run_1/closeup.png
Window x 21 to 46, y 70 to 95 µm. Cells in grey, sequential cells in the stronger grey; small squares are vias.
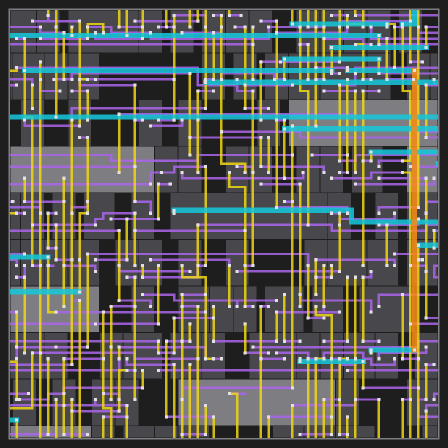
run_1/sizing.png
(3 px per µm)
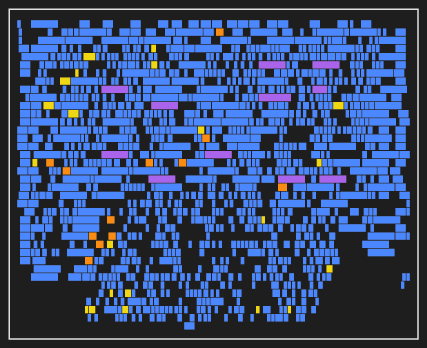
run_1/class_map.png
(3 px per µm)
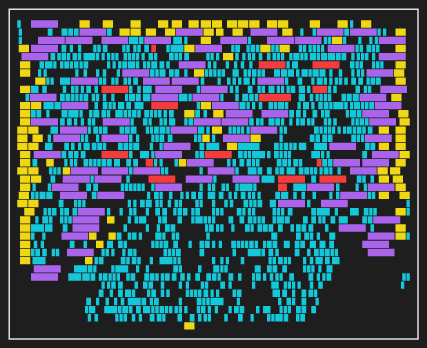
run_1/congestion_map.png
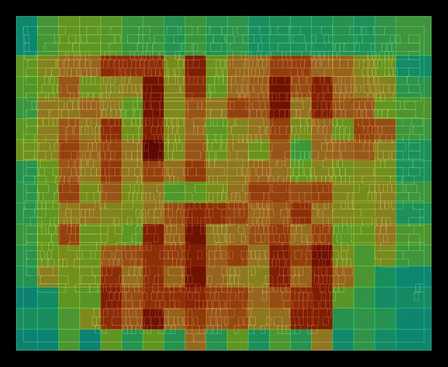
### src/rtl/coeff_token_encoder.sv
// Two-stage pipelined CAVLC coeff_token encoder (H.264 Table 9-5) with running bit/token counters.
// Define CHROMA_DC_EN to add the chroma_dc input and the 4:2:0 chroma DC (nC=-1) table.
module coeff_token_encoder #(
    parameter int VAL_W = 16,
    parameter int LEN_W = 5,
    parameter int CNT_W = 32
) (
    input  logic             clk,
    input  logic             rst,
    input  logic             in_valid,
    output logic             in_ready,
    input  logic [4:0]       total_coeff,
    input  logic [1:0]       trailing_ones,
    input  logic [4:0]       nc,
`ifdef CHROMA_DC_EN
    input  logic             chroma_dc,
`endif
    output logic             out_valid,
    input  logic             out_ready,
    output logic [VAL_W-1:0] code_val,
    output logic [LEN_W-1:0] code_len,
    output logic             err,
    input  logic             cnt_clr,
    output logic [CNT_W-1:0] bit_count,
    output logic [CNT_W-1:0] token_count
);

    typedef enum logic [2:0] {CLS_C0, CLS_C1, CLS_C2, CLS_FLC, CLS_CDC} cls_t;

    // Tables are indexed [TrailingOnes][TotalCoeff], one row per T1 value, so rows never alias.
    localparam logic [4:0] C0_LEN [4][17] = '{
        '{1, 6, 8, 9, 10, 11, 13, 13, 13, 14, 14, 15, 15, 16, 16, 16, 16},
        '{0, 2, 6, 8, 9, 10, 11, 13, 13, 14, 14, 15, 15, 15, 16, 16, 16},
        '{0, 0, 3, 7, 8, 9, 10, 11, 13, 13, 14, 14, 15, 15, 16, 16, 16},
        '{0, 0, 0, 5, 6, 7, 8, 9, 10, 11, 13, 14, 14, 15, 15, 16, 16}};
    localparam logic [3:0] C0_VAL [4][17] = '{
        '{1, 5, 7, 7, 7, 7, 15, 11, 8, 15, 11, 15, 11, 15, 11, 7, 4},
        '{0, 1, 4, 6, 6, 6, 6, 14, 10, 14, 10, 14, 10, 1, 14, 10, 6},
        '{0, 0, 1, 5, 5, 5, 5, 5, 13, 9, 13, 9, 13, 9, 13, 9, 5},
        '{0, 0, 0, 3, 3, 4, 4, 4, 4, 4, 12, 12, 8, 12, 8, 12, 8}};
    localparam logic [4:0] C1_LEN [4][17] = '{
        '{2, 6, 6, 7, 8, 8, 9, 11, 11, 12, 12, 12, 13, 13, 13, 14, 14},
        '{0, 2, 5, 6, 6, 7, 8, 9, 11, 11, 12, 12, 13, 13, 14, 14, 14},
        '{0, 0, 3, 6, 6, 7, 8, 9, 11, 11, 12, 12, 13, 13, 13, 14, 14},
        '{0, 0, 0, 4, 4, 5, 6, 6, 7, 9, 11, 11, 12, 13, 13, 13, 14}};
    localparam logic [3:0] C1_VAL [4][17] = '{
        '{3, 11, 7, 7, 7, 4, 7, 15, 11, 15, 11, 8, 15, 11, 7, 9, 7},
        '{0, 2, 7, 10, 6, 6, 6, 6, 14, 10, 14, 10, 14, 10, 11, 8, 6},
        '{0, 0, 3, 9, 5, 5, 5, 5, 13, 9, 13, 9, 13, 9, 6, 10, 5},
        '{0, 0, 0, 5, 4, 6, 8, 4, 4, 4, 12, 8, 12, 12, 8, 1, 4}};
    localparam logic [4:0] C2_LEN [4][17] = '{
        '{4, 6, 6, 6, 7, 7, 7, 7, 8, 8, 9, 9, 9, 10, 10, 10, 10},
        '{0, 4, 5, 5, 5, 5, 6, 6, 7, 8, 8, 9, 9, 9, 10, 10, 10},
        '{0, 0, 4, 5, 5, 5, 6, 6, 7, 7, 8, 8, 9, 9, 10, 10, 10},
        '{0, 0, 0, 4, 4, 4, 4, 4, 5, 6, 7, 8, 8, 9, 10, 10, 10}};
    localparam logic [3:0] C2_VAL [4][17] = '{
        '{15, 15, 11, 8, 15, 11, 9, 8, 15, 11, 15, 11, 8, 13, 9, 5, 1},
        '{0, 14, 15, 12, 10, 8, 14, 10, 14, 14, 10, 14, 10, 7, 12, 8, 4},
        '{0, 0, 13, 14, 11, 9, 13, 9, 13, 10, 13, 9, 13, 9, 11, 7, 3},
        '{0, 0, 0, 12, 11, 10, 9, 8, 13, 12, 12, 12, 8, 12, 10, 6, 2}};
`ifdef CHROMA_DC_EN
    localparam logic [4:0] CDC_LEN [4][5] = '{
        '{2, 6, 6, 6, 6}, '{0, 1, 6, 7, 8}, '{0, 0, 3, 7, 8}, '{0, 0, 0, 6, 7}};
    localparam logic [3:0] CDC_VAL [4][5] = '{
        '{1, 7, 4, 3, 2}, '{0, 1, 6, 3, 3}, '{0, 0, 1, 2, 2}, '{0, 0, 0, 5, 0}};
`endif

    cls_t             w_class;
    logic             w_illegal;
    logic [LEN_W-1:0] w_len;
    logic [VAL_W-1:0] w_val;
    logic             w_xfer;
    logic             w_s1_en;
    logic             w_s2_en;

    logic             r_s1_valid;
    cls_t             r_s1_class;
    logic [4:0]       r_s1_tc;
    logic [1:0]       r_s1_t1;
    logic             r_s1_illegal;

    assign w_xfer   = out_valid & out_ready;
    assign w_s2_en  = !out_valid | out_ready;
    assign w_s1_en  = !r_s1_valid | w_s2_en;
    assign in_ready = w_s1_en;

    always_comb begin
        w_class = CLS_FLC;
        if (nc < 5'd2)
            w_class = CLS_C0;
        else if (nc < 5'd4)
            w_class = CLS_C1;
        else if (nc < 5'd8)
            w_class = CLS_C2;
`ifdef CHROMA_DC_EN
        if (chroma_dc)
            w_class = CLS_CDC;
`endif
    end

    always_comb begin
        w_illegal = ({3'b000, trailing_ones} > total_coeff) || (total_coeff > 5'd16);
`ifdef CHROMA_DC_EN
        if (chroma_dc && (total_coeff > 5'd4))
            w_illegal = 1'b1;
`endif
    end

    // Illegal requests fall through with zero code and zero length.
    always_comb begin
        w_len = '0;
        w_val = '0;
        if (!r_s1_illegal) begin
            case (r_s1_class)
                CLS_C0: begin
                    w_len = LEN_W'(C0_LEN[r_s1_t1][r_s1_tc]);
                    w_val = VAL_W'(C0_VAL[r_s1_t1][r_s1_tc]);
                end
                CLS_C1: begin
                    w_len = LEN_W'(C1_LEN[r_s1_t1][r_s1_tc]);
                    w_val = VAL_W'(C1_VAL[r_s1_t1][r_s1_tc]);
                end
                CLS_C2: begin
                    w_len = LEN_W'(C2_LEN[r_s1_t1][r_s1_tc]);
                    w_val = VAL_W'(C2_VAL[r_s1_t1][r_s1_tc]);
                end
                CLS_FLC: begin
                    w_len = LEN_W'(6);
                    w_val = (r_s1_tc == 5'd0) ? VAL_W'(3) : VAL_W'({r_s1_tc - 5'd1, r_s1_t1});
                end
`ifdef CHROMA_DC_EN
                CLS_CDC: begin
                    w_len = LEN_W'(CDC_LEN[r_s1_t1][r_s1_tc[2:0]]);
                    w_val = VAL_W'(CDC_VAL[r_s1_t1][r_s1_tc[2:0]]);
                end
`endif
                default: ;
            endcase
        end
    end

    always_ff @(posedge clk or posedge rst) begin
        if (rst) begin
            r_s1_valid   <= 1'b0;
            r_s1_class   <= CLS_C0;
            r_s1_tc      <= '0;
            r_s1_t1      <= '0;
            r_s1_illegal <= 1'b0;
        end else if (w_s1_en) begin
            r_s1_valid <= in_valid;
            if (in_valid) begin
                r_s1_class   <= w_class;
                r_s1_tc      <= total_coeff;
                r_s1_t1      <= trailing_ones;
                r_s1_illegal <= w_illegal;
            end
        end
    end

    // S2 only moves when the consumer takes the current result, so a stall freezes the outputs.
    always_ff @(posedge clk or posedge rst) begin
        if (rst) begin
            out_valid <= 1'b0;
            code_val  <= '0;
            code_len  <= '0;
            err       <= 1'b0;
        end else if (w_s2_en) begin
            out_valid <= r_s1_valid;
            if (r_s1_valid) begin
                code_val <= w_val;
                code_len <= w_len;
                err      <= r_s1_illegal;
            end
        end
    end

    // A clear that coincides with a transfer keeps that transfer's contribution.
    always_ff @(posedge clk or posedge rst) begin
        if (rst) begin
            bit_count   <= '0;
            token_count <= '0;
        end else if (cnt_clr) begin
            bit_count   <= w_xfer ? CNT_W'(code_len) : '0;
            token_count <= w_xfer ? CNT_W'(1) : '0;
        end else if (w_xfer) begin
            bit_count   <= bit_count + CNT_W'(code_len);
            token_count <= token_count + CNT_W'(1);
        end
    end

endmodule
### config.mk
export PLATFORM = sky130hd
export DESIGN_NAME = coeff_token_encoder
export DESIGN_NICKNAME = d
export VERILOG_FILES = /design/src/rtl/coeff_token_encoder.sv
export SDC_FILE = /design/constraint.sdc
export NUM_CORES = 1
export LEC_CHECK = 0
export ABC_AREA = 1
export CORE_ASPECT_RATIO = 0.8
export CORE_MARGIN = 2
export CORE_UTILIZATION = 50
export DETAILED_ROUTE_END_ITERATION = 7
export PLACE_DENSITY = 0.81
export SLEW_MARGIN = 20
export SYNTH_ARGS = -nofsm -noshare
export SYNTH_HDL_FRONTEND = slang
export SYNTH_SLANG_ARGS = --single-unit
### constraint.sdc
create_clock -name clk -period 8.11 [get_ports clk]
set_input_delay 1.622 -clock clk [delete_from_list [all_inputs] [get_ports clk]]
set_output_delay 1.622 -clock clk [all_outputs]
set_load 0.005 [all_outputs]
==> results.txt, run 1 <==
impl run done, here's what came out: status=completed, number of global-route vias before repair=7166, Registers, synthesis=89, max-slew violations=0, DP HPWL=16500 µm, P_leak=3.76 nW, Inst Count DP=1357, Tmin final=4.39 ns, chip area=14800 µm², CTS max path bufs=2, Final nets=1224, and+or+nand+nor area frac=39.8%, Post-Synth Adder-Cell Area=3.53%, family with the most delay on the worst path=buffers and inverters, Synth Area in XOR/XNOR=1.26%, Root Driver=clkbuf_16, postcts setup bufs=0, grt total ovfl=0, dominant cell type by area after synthesis=dfrtp_1, Least-Margin Pin Slew=0.925 ns, DRT Pass-1 Iters=6, largest net degree at the start of global routing=73, post-synthesis cell area=6940 µm², Area Growth Syn to Fin=19.3%, CTS sink cnt=89, Vias=7912, DR vias/cell=5.77, Filler Cells Inserted=1335, TritonCTS clock tree=yes, Clk pwr share=29.5%, worst hold path type=reg -> reg, CTS Hold Bufs=0, I/O Buffers=94, relative slew slack=38.3%, CTS Buf Count=9, first-pass GRT wire length=36400 µm, Yosys chip area=6940 µm², Gate power share=34.6%, Synth Area in Compound Gates=13.0%, cts repair resizes=0, Die H=109 µm, f_max=0.228 GHz, setup TNS=0 ns, Starting DRT DRC Count=1287, Starting Density=51.2%, worst path buffer plus inverter count=3, RD Place Congestion=1.06, layout cell share with drive strength beyond 1=3.69%, unrepaired setup endpoints after global routing=no, distinct cell type count after synthesis=40, H-tree level count=3, Synth warnings=0, worst skew pair latency=0.35 ns, Net Switching=0.543 mW, Sequential Power Share=35.9%, Fin. Hold Viols=0, Die Width=136 µm, Power, Total=1.43 mW, Critical Path AT=2.77 ns, max-cap violations=0, slowest library cell on the worst path=clkdlybuf4s50_1, mux share=0%
Back to the opening pictures, closeup.png:
legend:
  M4:
    colour: orange
  M2:
    colour: yellow
  M1:
    colour: purple
  M3:
    colour: cyan
sequential cells in the window: 4
most frequent: nor2_1 (25), nand2_1 (21), inv_1 (7)
netlist names of flops here include: token_count (4)
cells with their middle in the window: 83

Back to the opening pictures, sizing.png:
legend:
  x6 and larger:
    colour: purple
    cells: 11
    share: 0.92%
  x1 and smaller:
    colour: blue
    cells: 1148
    share: 96%
  x3 and x4:
    colour: orange
    cells: 12
    share: 1.0%
  x2:
    colour: yellow
    cells: 21
    share: 1.8%

Back to the opening pictures, class_map.png:
legend:
  registers:
    colour: purple
    cells: 89
    share_of_their_area: 28%
  remaining logic cells:
    colour: cyan
    cells: 984
    share_of_their_area: 56%
  remaining buffers and delay cells:
    colour: yellow
    cells: 104
    share_of_their_area: 13%
  clock drivers and dummy loads:
    colour: red
    cells: 15
    share_of_their_area: 3.7%
Post-Layout Inst Area: 8280 µm²
core area: 13600 µm²

Back to the opening pictures, congestion_map.png:
Most Crowded Layer GR: met1
met2 Track Usage GR: 43.4%
met1 Use GR: 46.9%
DR WL/cell: 16.3 µm
total global-route track usage: 31.0%

run 1: through the flow:
stage / hold slack, ns / instance area (µm²) / worst slack [ns]
floorplan: 0.450 / 6970 / 4.18
global placement: 0.464 / 7990 / 3.72
detailed placement: 0.473 / 7990 / 3.72
CTS: 0.490 / 8280 / 3.72
global route: 0.498 / 8280 / 3.64
finish: 0.490 / 8280 / 3.72
run 1: path summary, 6_finish.rpt:
kind	end	from	slack [ns]	depth (start not counted)
min reg2reg	code_val[2]	code_val[2]	0.49	2
min in group asynchronous	token_count[16]	rst	1.54	2
max in group asynchronous	bit_count[5]	rst	5.36	3
max	in_ready	out_ready	3.72	4
max reg2reg	code_val[2]	r_s1_t1[1]	4.94	14
min	code_val[2]	code_val[2]	0.49	2
run 1: flip-flops by register name, indices dropped and copies added (netlist names):
| name | flops |
|---|---|
| code_len | 5 |
| err | 1 |
| r_s1_t1 | 2 |
| code_val | 7 |
| r_s1_valid | 1 |
| bit_count | 32 |
| r_s1_illegal | 1 |
| out_valid | 1 |
| r_s1_class | 2 |
| r_s1_tc | 5 |
| token_count | 32 |
run 1: Yosys cell counts, drive strengths merged:
library cell	instances
nand2	339
nor2	133
inv	124
nand3	92
dfrtp	89
o21ai	87
a21oi	55
nor3	36
nand4	32
buf	29
ha	18
clkbuf	17
nor4	11
o211ai	7
xor2	7
clkinv	4
o31ai	4
a211oi	3
a31oi	3
xnor2	3
and3	2
nand3b	2
nor3b	2
o21a	2
o22ai	2
a21boi	1
a21o	1
a221oi	1
conb	1
fa	1
o21bai	1
o221a	1
or2	1
run 1: cells by family (layout without fill, tap and decap cells):
group / Yosys count / after routing
buffers and inverters: 174 / 247
DFF: 89 / 89
and+or+nand+nor: 650 / 650
other: 1 / 9
AOI/OAI and AO/OA: 168 / 168
xor gates and xnor gates: 10 / 10
adders and majority gates: 19 / 19
run 1: routing by layer:
| layer | routed length, µm | vias to the layer above | share of wire [%] | global-route usage [%] |
|---|---|---|---|---|
| li1 | - | 3772 | - | - |
| met1 | 10100 | 3617 | 45 | 46.9 |
| met2 | 8950 | 480 | 40 | 43.4 |
| met3 | 2910 | 43 | 13 | 7.98 |
| met4 | 452 | 0 | 2.0 | 8.33 |
| met5 | 0 | - | 0 | 0 |
run 1: power groups by stage:
stage	Clock [mW]	Combinational [mW]	Sequential [mW]
detailed placement	0	0.476	0.521
CTS	0.423	0.478	0.513
global placement	0	0.476	0.519
floorplan	0	0.312	0.509
finish	0.422	0.496	0.514
global route	0.441	0.546	0.518
run 1: cells in the final DEF, fill, tap and decap left out, types with 9 or more instances in the layout:
master	netlist	final
conb_1	1	9
nand4_1	32	32
dfrtp_1	89	89
nor4_1	11	11
nand2_1	338	338
buf_4	10	10
clkbuf_16	0	9
nor2_1	128	128
nor3_1	32	32
o21ai_1	27	27
inv_1	118	117
clkdlybuf4s50_1	0	94
ha_1	18	18
o21ai_0	60	60
nand3_1	92	92
a21oi_1	55	55
run 1: cell type report:
type	count	area, µm²	share of cell area, %
clock inverter	5	56.3	0.680
clock buffer	10	239	2.89
timing repair buffer	104	1020	12.3
tap	180	225	2.72
sequential	89	2230	26.9
inverter	128	482	5.82
multi-input combinational	856	4040	48.7
run_1/m1.png
(3 px per µm)
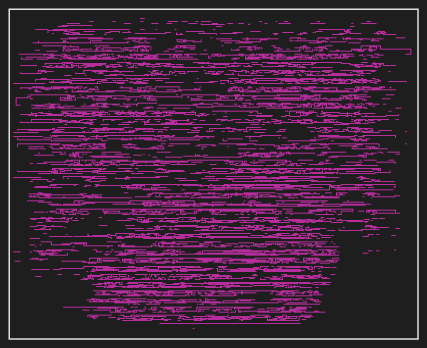

--- run 2 (diff from run 1) ---
Clock period 8.11 ns to 4.5 ns, I/O delays scaled along.
run_2/m1.png
(3 px per µm)
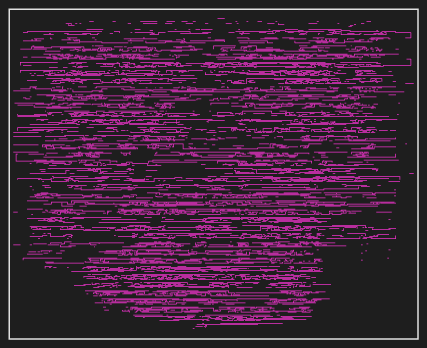
main direction: horizontal
wire length on this layer: 9810 µm
longest straight run: 30.8 µm

run_2/sizing.png
(3 px per µm)
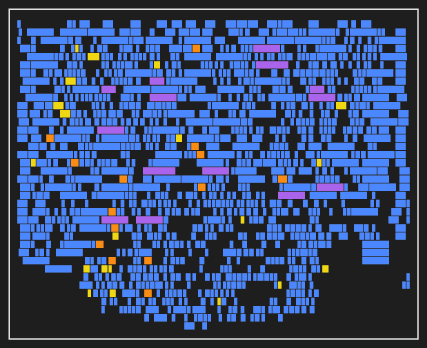
legend:
  x3 and x4:
    colour: orange
    cells: 14
    share: 1.2%
  x6 and larger:
    colour: purple
    cells: 14
    share: 1.2%
  x2:
    colour: yellow
    cells: 20
    share: 1.7%
  x1 and smaller:
    colour: blue
    cells: 1148
    share: 96%
Final WS setup: 1.44 ns
Post-Layout Inst Area: 8350 µm²
Area Growth Syn to Fin: 20.3%
Buffers excl. clock: 107

run_2/closeup.png
Window x 21 to 46, y 70 to 95 µm. Cells in grey, sequential cells in the stronger grey; small squares are vias.
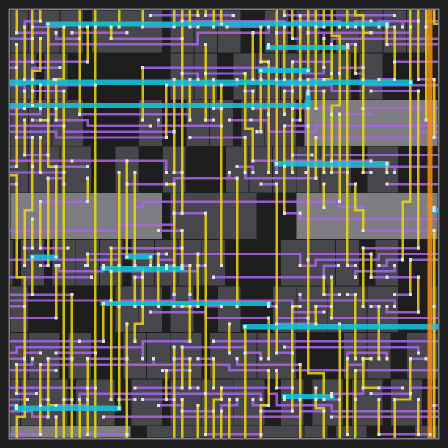
legend:
  M4:
    colour: orange
  M1:
    colour: purple
  M2:
    colour: yellow
  M3:
    colour: cyan
netlist names of flops here include: token_count (3)
cells with their middle in the window: 85
most frequent: nor2_1 (24), nand2_1 (21), inv_1 (8)
sequential cells in the window: 3

==> run 2 against run 1 <==
Effect of this change: sequential power increased by 81%; global-route usage is 0.42 points lower; die area did not move; area after synthesis unchanged; core utilization increased by 0.50 points; final cell count is 0.29% higher; register-to-register slack worse by 3.5 ns; wire length down 0.64%; sequential cell count did not move; first-iteration DRC count decreased by 5.1%; critical path type is now reg -> reg.
==> results.txt, run 2 <==
impl run done, here's what came out: I/O Buffers=94 (unchanged), post-synthesis cell area=6940 µm² (unchanged), Worst R2R Path Depth=14 (unchanged), crit end category=flop, largest registers=bit_count: 32 flops, token_count: 32 flops, code_val: 7 flops, status=completed, Gate power share=33.1% (-1.5 points), Final period util=67.9%, Critical Path AT=3.29 ns (+0.52 ns), Least-Margin Pin Slew=0.736 ns (-0.189 ns), dominant synthesized flop cell=dfrtp_1, Tmin final=3.06 ns, CTS max path bufs=2 (unchanged), Sequential Area=2230 µm² (unchanged), unrepaired setup endpoints after global routing=no, Starting DRT DRC Count=1221 (-5.1%), Final nets=1227 (+0.25%), RD Place Congestion=1.09 (+2.9%), CTS sink cnt=89 (unchanged), Syn Area/Cell=6.25 µm², FF-to-FF Start=r_s1_t1[1], core area=13600 µm² (unchanged), total global-route track usage=30.5% (-0.42 points), DR WL/cell=16.2 µm (-0.93%), Fin. Hold Viols=0 (unchanged), asr flop ratio synth=100% (unchanged), top-count cell post-synth=nand2_1, worst hold path type=reg -> reg, max-cap violations=0 (unchanged), Yosys chip area=6940 µm² (unchanged), setup TNS=0 ns (unchanged), # rows=38, relative slew slack=50.8% (+12 points), cts repair resizes=0 (unchanged), capture point of the critical path=code_val[0], worst-path maximum fanout=15, Registers, synthesis=89 (unchanged), Synth warnings=0 (unchanged), f_max=0.327 GHz, Vias=7898 (-0.18%), comb. cell area=4040 µm² (unchanged), distinct cell type count after synthesis=40 (unchanged), Max rail drop VDD=236 µV, chip area=14800 µm² (unchanged), Net Switching=0.969 mW (+79%), worst skew pair latency=0.35 ns (about the same), Post-synth EDFFs=0 (unchanged), number of global-route vias before repair=7060 (-1.5%), Crit. Startpoint=r_s1_t1[1], max-slew violations=0 (unchanged), P_leak=3.80 nW (+1.0%), grt total ovfl=0 (unchanged), Net Sw Frac=36.4%, TritonCTS clock tree=yes, largest net degree at the start of global routing=47 (-36%), P_int=1.70 mW, power per standard cell area=319 nW/µm², first-pass GRT wire length=35700 µm (-2.0%), RR Endpoint=code_val[0], Root Driver=clkbuf_16, hold path cells=2 (unchanged), layout cell share with drive strength beyond 1=4.01% (+0.32 points), H-tree level count=3 (unchanged), most numerous logic cells after layout=338 x nand2_1, 128 x nor2_1, 117 x inv_1, dominant cell type by area after synthesis=dfrtp_1, Post-DRT Antenna Nets=0, Sequential Power Share=35.0% (-0.9 points), Hold Worst Slack=0.484 ns (-0.00637 ns), Clk pwr share=31.9% (+2.4 points), Die Width=136 µm (unchanged), Filler Cells Inserted=1296 (-2.9%), Cell area leaders=dfrtp_1 32%, nand2_1 18%, nor2_1 6.9%, CTS Hold Bufs=0 (unchanged), top cells by count=338 x nand2_1, 128 x nor2_1, 118 x inv_1, R2R setup slack=1.44 ns (-3.50 ns), DR vias/cell=5.74 (-0.47%), Die H=109 µm (unchanged), most used logic cell in the final layout=nand2_1, Starting Density=51.2% (unchanged), Power, Total=2.67 mW (+86%), DRT Pass-1 Iters=6 (unchanged), postcts setup bufs=0 (unchanged), Crit Path Category=reg -> reg, DP HPWL=16500 µm (about the same), CTS Buf Count=9 (unchanged)
-- run 2: cell counts after synthesis --
No cell type changed its count.
-- run 2: cells by family (layout without fill, tap and decap cells) --
| kind of cell | after synthesis | in the layout | synth area share [%] |
|---|---|---|---|
| simple gates | 650 | 650 | 39.8 |
| buf+inv | 174 | 251 | 10.2 |
| xor+xnor | 10 | 10 | 1.26 |
| compound gates | 168 | 168 | 13.0 |
| fa+ha+maj | 19 | 19 | 3.53 |
| other cells | 1 | 9 | 0.0540 |
| flops | 89 | 89 | 32.1 |
-- run 2: metal layers --
layer / routed length, µm / vias to the layer above / global-route usage, %
met5: 0 / - / 0
met3: 2800 / 34 / 8.99
li1: - / 3792 / -
met1: 9810 / 3591 / 45.1
met2: 9230 / 481 / 43.3
met4: 395 / 0 / 8.56
-- run 2: worst min path at each step --
stage,endpoint,from,slack (ns)
floorplan,r_s1_illegal,r_s1_illegal,0.45
global placement,code_val[2],code_val[2],0.47
detailed placement,code_val[2],code_val[2],0.48
CTS,code_val[2],code_val[2],0.49
global route,code_val[2],code_val[2],0.51
finish,code_val[2],code_val[2],0.48
-- run 2: area by class of cell --
type                            count  area share (%)
Tap cell                          180            2.70
Multi-Input combinational cell    856            48.3
Clock buffer                       12            3.19
Timing Repair Buffer              107            12.4
Clock inverter                      4           0.884
Sequential cell                    89            26.7
Inverter                          128            5.77
-- run 2: critical path: stages (launching register included) --
cell and delay (ns):
dfrtp_1 0.75, inv_1 0.36, ha_1 0.36, inv_1 0.25, nand2_1 0.13, nand2_1 0.16
nand3_1 0.17, nand2_1 0.13, inv_1 0.07, nand3_1 0.08, nand2_1 0.07, a21oi_1 0.12
nand2_1 0.14, nand2_1 0.10, nand2_1 0.05
-- run 2: per-stage QoR --
stage          area, µm²  setup WS, ns  std cells
2_1_floorplan       6970          1.29       1119
3_3_place_gp        8010          1.53       1360
3_5_place_dp        8010          1.54       1360
4_1_cts             8350          1.53       1376
5_1_grt             8350          1.29       1376
6_report            8350          1.44       1376
-- run 2: power by group through the flow --
stage | Combinational [mW] | Clock (mW) | Sequential [mW]
after global placement | 0.851 | 0 | 0.942
after floorplan | 0.562 | 0 | 0.918
after CTS | 0.851 | 0.859 | 0.929
final | 0.884 | 0.850 | 0.932
after detailed placement | 0.846 | 0 | 0.943
after global routing | 0.970 | 0.894 | 0.938
run_2/congestion_map.png
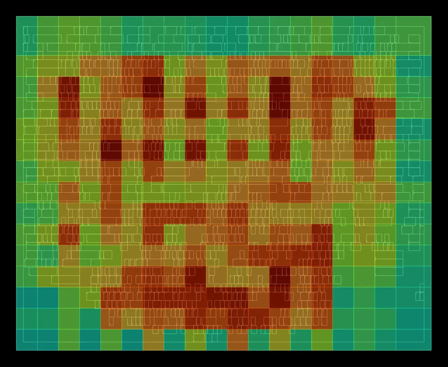

--- run 3 (diff from run 2) ---
Settings changed: PLACE_DENSITY 0.81 to 0.84.
Clock period 4.5 ns to 2.5 ns, I/O delays scaled along.
run_3/congestion_map.png
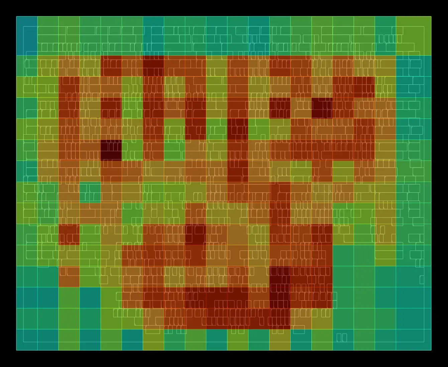
met3 usage: 9.45%
Most Crowded Layer GR: met2

run_3/m1.png
(3 px per µm)
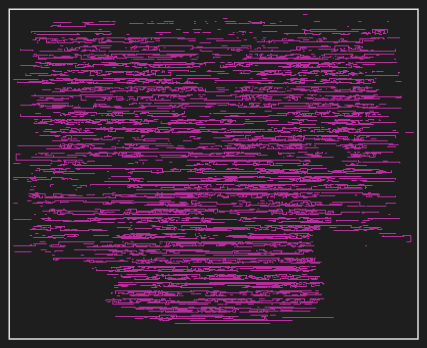
nets with wire on the layer: 1133
longest straight run: 40.9 µm
wire length on this layer: 9940 µm
main direction: horizontal
share of all routed wire: 44%
met1 Use GR: 44.0%
Vias: 8015
final wirelength: 22700 µm

run_3/sizing.png
(3 px per µm)
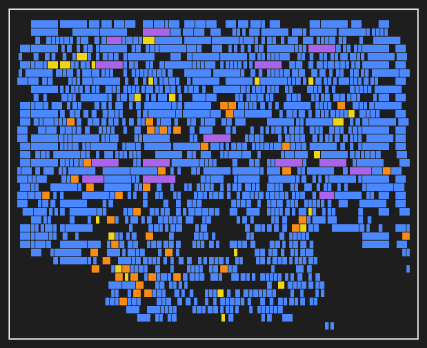
legend:
  x3 and x4:
    colour: orange
    cells: 41
    share: 3.3%
  x1 and smaller:
    colour: blue
    cells: 1146
    share: 94%
  x6 and larger:
    colour: purple
    cells: 14
    share: 1.1%
  x2:
    colour: yellow
    cells: 23
    share: 1.9%

==> run 3 against run 2 <==
Effect of this change: synthesized cell count unchanged; sequential share of layout area down 0.65 points; core utilization increased by 1.5 points; non-clock buffer count grew 28; critical path depth fell by 1; critical path type unchanged.
==> results.txt, run 3 <==
impl run done, here's what came out: Crit Path Category=reg -> reg, Cell area leaders=dfrtp_1 32%, nand2_1 18%, nor2_1 6.9%, Filler Cells Inserted=1201 (-7.3%), number of global-route vias before repair=7351 (+4.1%), RD Place Congestion=1.06 (-3.1%), DR vias/cell=5.71 (-0.54%), Starting DRT DRC Count=1246 (+2.0%), Synth warnings=0 (unchanged), comb. cell area=4040 µm² (+0.12%), mux share=0% (unchanged), Area Growth Syn to Fin=23.3%, most used logic cell in the final layout=nand2_1, P_leak=3.93 nW (+3.4%), core area=13600 µm² (unchanged), setup TNS=0 ns (unchanged), CTS Buf Count=9 (unchanged), worst skew pair latency=0.35 ns (about the same), Starting Density=51.2% (unchanged), Post-synth EDFFs=0 (unchanged), crit end category=flop, distinct cell type count after synthesis=40 (unchanged), Critical Path AT=2.55 ns (-0.74 ns), Synth Area in XOR/XNOR=1.26% (unchanged), relative slew slack=57.1% (+6.3 points), status=completed, Final period util=92.7% (+25 points), DRT Pass-1 Iters=6 (unchanged), dominant cell type by area after synthesis=dfrtp_1, Final nets=1255 (+2.3%), Die H=109 µm (unchanged), f_max=0.431 GHz (+32%), max-cap violations=0 (unchanged), CTS Hold Bufs=0 (unchanged), H-tree level count=3 (unchanged), Fin. Hold Viols=0 (unchanged), Top logic family=simple AND/OR/NAND/NOR gates, grt total ovfl=0 (unchanged), unrepaired setup endpoints after global routing=no, postcts setup bufs=0 (unchanged), total global-route track usage=31.0% (+0.45 points), first-pass GRT wire length=36300 µm (+1.9%), power per standard cell area=557 nW/µm² (+74%), largest registers=bit_count: 32 flops, token_count: 32 flops, code_val: 7 flops, slowest library cell on the worst path=fa_1
## run 3: cell counts after synthesis
Identical to the previous run, type by type.
## run 3: cells by family after synthesis
group / after synthesis
flops: 89
other cells: 1
buf+inv: 174
compound gates: 168
simple gates: 650
fa+ha+maj: 19
xor+xnor: 10
## run 3: path summary, 6_finish.rpt
path	startpoint	to	slack, ns	cells after the start
worst max-delay path	bit_count[0]	bit_count[22]	0.18	13
worst min-delay path	rst	code_val[5]	0.43	2
worst max register to register	bit_count[0]	bit_count[22]	0.18	13
worst min register to register	r_s1_illegal	r_s1_illegal	0.48	2
max in group asynchronous	rst	token_count[17]	1.50	3
min in group clk	r_s1_illegal	r_s1_illegal	0.48	2
## run 3: worst max-delay path: cells and delay by family, from the launching register on
| kind | cells | cell delay, ns |
|---|---|---|
| AND-OR/OR-AND | 2 | 0.25 |
| adder cells (fa/ha/maj) | 2 | 0.63 |
| buffers and inverters | 2 | 0.18 |
| flip-flops | 1 | 0.37 |
| AND/OR/NAND/NOR | 7 | 0.79 |
## run 3: power breakdown
part           switching (mW)  internal, mW  total, mW
Clock                   0.550         0.825       1.37
Sequential             0.0954          1.55       1.64
Combinational            1.11         0.639       1.75
## run 3: per-stage QoR
stage | utilization, % | instances | setup slack, ns | area [µm²] | hold WS (ns)
after detailed placement | 60.9 | 1388 | 0.228 | 8250 | 0.468
final | 63.2 | 1404 | 0.182 | 8560 | 0.428
after CTS | 63.1 | 1404 | 0.172 | 8550 | 0.425
after global placement | 60.9 | 1388 | 0.267 | 8250 | 0.468
after floorplan | - | 1119 | 0.397 | 6980 | 0.450
after global routing | 63.2 | 1404 | 0.0198 | 8560 | 0.439
## run 3: routing by layer
metal	track usage (%)	wire length (µm)	vias up
li1	-	-	3842
met2	45.7	9520	508
met5	0	0	-
met3	9.45	2670	51
met4	8.85	520	0
met1	44.0	9940	3614
## run 3: area by class of cell
class                           instances  share of cell area (%)
Timing Repair Buffer                  135                    14.9
Multi-Input combinational cell        856                    47.2
Clock inverter                          5                   0.629
Sequential cell                        89                    26.0
Tap cell                              180                    2.63
Inverter                              128                    5.66
Clock buffer                           11                    2.95
Power is estimated from default activity; no workload was simulated.
